Fig. 1: clock routing
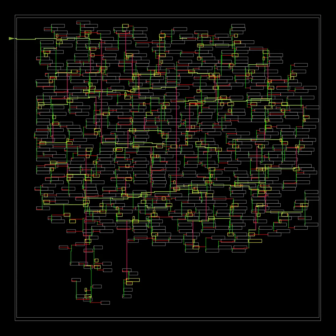
Fig. 2: wiring by layer
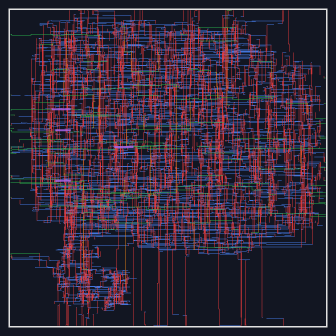
Fig. 3: clock distribution
Scale bar: 100 um.
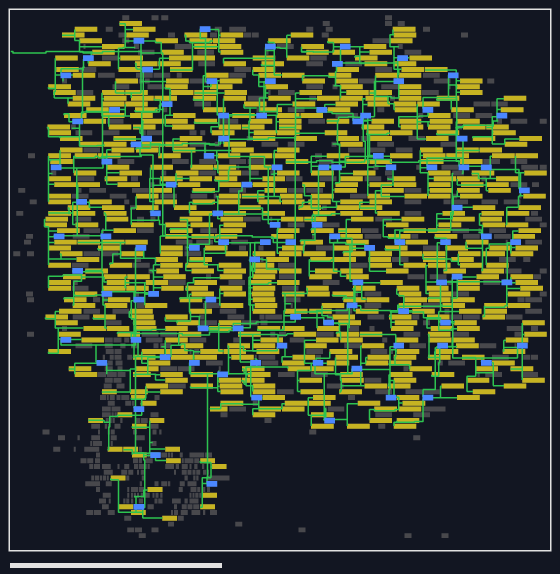
Fig. 4: nets reached from selected ports
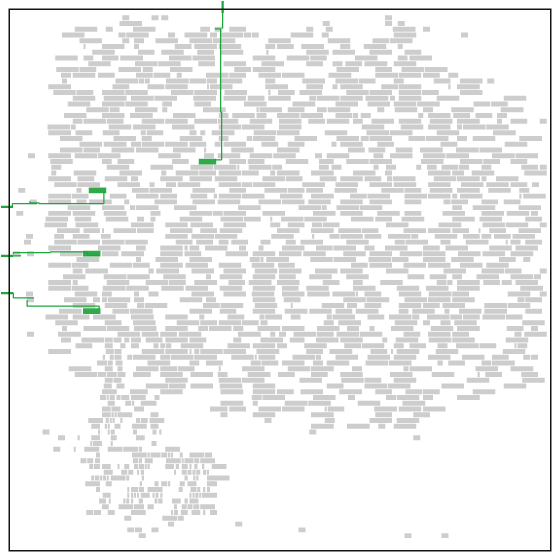
$ cat config.mk
export PLATFORM = sky130hd
export DESIGN_NAME = pzvip_stream_rx_packet_buffer
export DESIGN_NICKNAME = d
export VERILOG_FILES = /design/src/rtl/pzvip_stream_rx_packet_buffer.sv
export SDC_FILE = /design/constraint.sdc
export NUM_CORES = 1
export LEC_CHECK = 0
export ABC_AREA = 0
export CORE_UTILIZATION = 37
export CTS_BUF_LIST = sky130_fd_sc_hd__clkbuf_2 sky130_fd_sc_hd__clkbuf_4 sky130_fd_sc_hd__clkbuf_8
export DETAILED_ROUTE_END_ITERATION = 10
export SYNTH_ARGS = -nofsm -noshare
export SYNTH_HDL_FRONTEND = slang
export SYNTH_SLANG_ARGS = --single-unit
$ cat constraint.sdc
create_clock -name i_clk -period 7.53 [get_ports i_clk]
set_input_delay 2.259 -clock i_clk [delete_from_list [all_inputs] [get_ports i_clk]]
set_output_delay 2.259 -clock i_clk [all_outputs]
set_load 0.02 [all_outputs]
$ cat src/rtl/pzvip_stream_rx_packet_buffer.sv
// Store-and-forward packet FIFO for the pzvip stream protocol with cut-through fallback.
// Define PZVIP_STREAM_RX_PACKET_BUFFER_STATS_EN to add packet/event statistics outputs.
module pzvip_stream_rx_packet_buffer #(
  parameter int unsigned DATA_WIDTH    = 32,
  parameter int unsigned DEPTH         = 16,
  parameter int unsigned PKT_CNT_WIDTH = 8
) (
  input  logic                       i_clk,
  input  logic                       i_rst,
  input  logic                       i_valid,
  output logic                       o_ready,
  input  logic [DATA_WIDTH-1:0]      i_data,
  input  logic [DATA_WIDTH/8-1:0]    i_byte_enable,
  input  logic                       i_last,
  output logic                       o_valid,
  input  logic                       i_ready,
  output logic [DATA_WIDTH-1:0]      o_data,
  output logic [DATA_WIDTH/8-1:0]    o_byte_enable,
  output logic                       o_last,
  output logic [$clog2(DEPTH+1)-1:0] o_level,
  output logic                       o_cut_through
`ifdef PZVIP_STREAM_RX_PACKET_BUFFER_STATS_EN
  ,
  output logic [31:0]                o_rx_packets,
  output logic [31:0]                o_tx_packets,
  output logic [15:0]                o_cut_through_events
`endif
);

  localparam int unsigned AW = $clog2(DEPTH);
  localparam int unsigned BW = DATA_WIDTH / 8;
  localparam int unsigned EW = DATA_WIDTH + BW + 1;

  typedef enum logic {StStore, StCutThrough} state_e;

  logic [EW-1:0]            mem_q [DEPTH];
  logic [AW:0]              wptr_q;
  logic [AW:0]              rptr_q;
  logic [AW:0]              level;
  logic [PKT_CNT_WIDTH-1:0] pkt_cnt_q;
  logic [PKT_CNT_WIDTH-1:0] pkt_cnt_d;
  state_e                   state_q;
  logic                     oversize_rx_q;
  logic                     full;
  logic                     push;
  logic                     pop;
  logic                     push_count;
  logic                     pop_count;
  logic                     enter_cut;
  logic [EW-1:0]            head;

  assign full  = (wptr_q[AW] != rptr_q[AW]) && (wptr_q[AW-1:0] == rptr_q[AW-1:0]);
  assign level = wptr_q - rptr_q;
  assign head  = mem_q[rptr_q[AW-1:0]];

  assign o_ready       = !full;
  assign o_level       = level;
  assign o_cut_through = (state_q == StCutThrough);
  assign o_valid       = (state_q == StStore) ? (pkt_cnt_q != '0) : (level != '0);
  assign o_data        = head[DATA_WIDTH-1:0];
  assign o_byte_enable = head[DATA_WIDTH+:BW];
  assign o_last        = head[EW-1];

  assign push      = i_valid && o_ready;
  assign pop       = o_valid && i_ready;
  assign enter_cut = (state_q == StStore) && full && (pkt_cnt_q == '0);

  // The oversized packet is never counted: neither its last push nor its last pop touch the count.
  assign push_count = push && i_last && !oversize_rx_q;
  assign pop_count  = pop && o_last && (state_q == StStore);

  always_comb begin
    pkt_cnt_d = pkt_cnt_q;
    if (push_count && !pop_count) begin
      pkt_cnt_d = pkt_cnt_q + PKT_CNT_WIDTH'(1);
    end else if (!push_count && pop_count) begin
      pkt_cnt_d = pkt_cnt_q - PKT_CNT_WIDTH'(1);
    end
  end

  always_ff @(posedge i_clk) begin
    if (push) begin
      mem_q[wptr_q[AW-1:0]] <= {i_last, i_byte_enable, i_data};
    end
  end

  always_ff @(posedge i_clk) begin
    if (i_rst) begin
      wptr_q        <= '0;
      rptr_q        <= '0;
      pkt_cnt_q     <= '0;
      state_q       <= StStore;
      oversize_rx_q <= 1'b0;
    end else begin
      if (push) begin
        wptr_q <= wptr_q + (AW+1)'(1);
      end
      if (pop) begin
        rptr_q <= rptr_q + (AW+1)'(1);
      end
      pkt_cnt_q <= pkt_cnt_d;
      // A full FIFO blocks pushes, so entering cut-through never coincides with a push.
      if (enter_cut) begin
        oversize_rx_q <= 1'b1;
      end else if (push && i_last) begin
        oversize_rx_q <= 1'b0;
      end
      case (state_q)
        StStore: begin
          if (enter_cut) begin
            state_q <= StCutThrough;
          end
        end
        StCutThrough: begin
          if (pop && o_last) begin
            state_q <= StStore;
          end
        end
        default: state_q <= StStore;
      endcase
    end
  end

`ifdef PZVIP_STREAM_RX_PACKET_BUFFER_STATS_EN
  logic [31:0] rx_packets_q;
  logic [31:0] tx_packets_q;
  logic [15:0] cut_events_q;

  always_ff @(posedge i_clk) begin
    if (i_rst) begin
      rx_packets_q <= '0;
      tx_packets_q <= '0;
      cut_events_q <= '0;
    end else begin
      if (push && i_last) begin
        rx_packets_q <= rx_packets_q + 32'd1;
      end
      if (pop && o_last) begin
        tx_packets_q <= tx_packets_q + 32'd1;
      end
      if (enter_cut) begin
        cut_events_q <= cut_events_q + 16'd1;
      end
    end
  end

  assign o_rx_packets         = rx_packets_q;
  assign o_tx_packets         = tx_packets_q;
  assign o_cut_through_events = cut_events_q;
`endif

endmodule

==> impl_metrics.ini <==
; physical design summary
[run_status]
outcome = finished, final reports clean

[sta]
fin_ws_ns = 1.53
drv_slew = 0
final.setup.tns_ns = 0

[cells_and_area]
largest_register_ffs = 592
nFillCells = 5300
area_growth_pct = 16.6
final_cell_mix = 592 x edfxtp_1, 185 x mux4_2, 100 x clkbuf_8
final_common_cell = edfxtp_1

[yosys]
top_area_share_pct = 74.9
compound_area_share_pct = 0.775
synth-main-ff-cell = edfxtp_1
syn_area_per_cell_um2 = 23.5
edf_count = 592
async_flop_share_pct = 0
ys_seq_share_pct = 76.9
synthSimpleGateAreaFrac_pct = 1.81

[clock_network]
cts_buffers = 99
h-tree-depth = 3
post_cts_buffers = 0
hold_buffers = 0

[route]
drtAntennaViolNets = 0

[placed_design]
post-place-ws_ns = 2.15

[hold_path]
min_path_type = flip-flop to flip-flop

[floorplanning]
die_h_um = 255
row_count = 92

[critical_path]
crit_end = o_byte_enable[1]
timing.rr.end = pkt_cnt_q[6]$_SDFFE_PP0P_
start_kind = flip-flop

[global_route]
grt_overflow = 0
grt_pass1_vias = 11800

[flow_run]
cap_violations = 0
warnings = 29

[pwr]
ir_drop_mv = 0.150
Notes on Fig. 1 above:
Clock Skew: 0.0203 ns
Seq cells: 616
clock sinks: 616

Notes on Fig. 2 above:
metal 3: drawn in green, wire length 2430 um. metal 2: drawn in red, wire length 25.2 mm. metal 1: drawn in blue, wire length 22.0 mm. metal 4: drawn in orange, wire length 883 um. metal 5: drawn in purple, wire length 49.7 um.
WL/cell: 24.1 um
overall routed net length: 50500 um
vias: 10.8k
total track usage: 16.0%

Notes on Fig. 3 above:
clock wires: drawn in green, length 7480 um. flip-flops: drawn in yellow, count 616. clock drivers: drawn in blue, count 99.
There are 100 routed clock nets.
clock power share: 31.9%
clk latency late pin: 0.68 ns
P_clk: 2800 uW

Notes on Fig. 4 above:
`o_byte_enable`: drawn in green, direction output, end cells 4, buffers 4, wire 232 um.

-- critical path: cells and delay by family, from the launching register on --
family                 cells  cell delay, ns
buffers and inverters      2            1.12
flip-flops                 1            0.94
multiplexers               2            0.91
-- per-stage QoR --
step           instances  hold WS (ns)  total power, uW  cell area (um2)  util (%)
2_1_floorplan       1009         0.450             5470            23700         -
3_3_place_gp        1920         0.471             6080            25700      40.7
3_5_place_dp        1920         0.483             6090            25700      40.7
4_1_cts             2097         0.492             8900            27700      43.8
5_1_grt             2098         0.518             9150            27700      43.8
6_report            2098         0.491             8770            27700      43.8
-- synthesized netlist by cell type (4+ instances only) --
| cell | instances |
|---|---|
| a21oi_1 | 12 |
| buf_1 | 9 |
| buf_2 | 11 |
| buf_4 | 4 |
| buf_6 | 6 |
| clkbuf_1 | 16 |
| dfxtp_1 | 24 |
| edfxtp_1 | 592 |
| ha_1 | 16 |
| inv_1 | 10 |
| mux4_2 | 185 |
| nand2_1 | 13 |
| nand2b_1 | 6 |
| nor2_1 | 40 |
| nor3_1 | 7 |
| o21ai_0 | 4 |
| xnor2_1 | 8 |
| xor2_1 | 4 |
-- cell type report --
cell class              instances  area (um2)  share of cell area (%)
inverters                      10        37.5                   0.136
well taps                     846        1060                    3.82
clock buffers                 140        1680                    6.06
multi-input cells             337        5300                    19.1
repair buffers                111        1070                    3.87
clock inverters                37         262                   0.945
diodes                          1        2.50                 0.00904
flip-flops and latches        616       18300                    66.0
-- routing by layer --
metal  vias up  global-route usage, %  part of all wire, %
li1       4641                      -                    -
met1      5823                   21.2                   43
met2       251                   26.4                   50
met3        84                   3.81                  4.8
met4         8                   4.50                  1.7
met5         -                      0                0.097
-- report_power, final --
part / switching (uW) / total [uW] / internal [uW]
combinational: 922 / 2020 / 1090
sequential: 121 / 3950 / 3830
clock: 1290 / 2800 / 1510
Power and IR drop assume default switching activity.
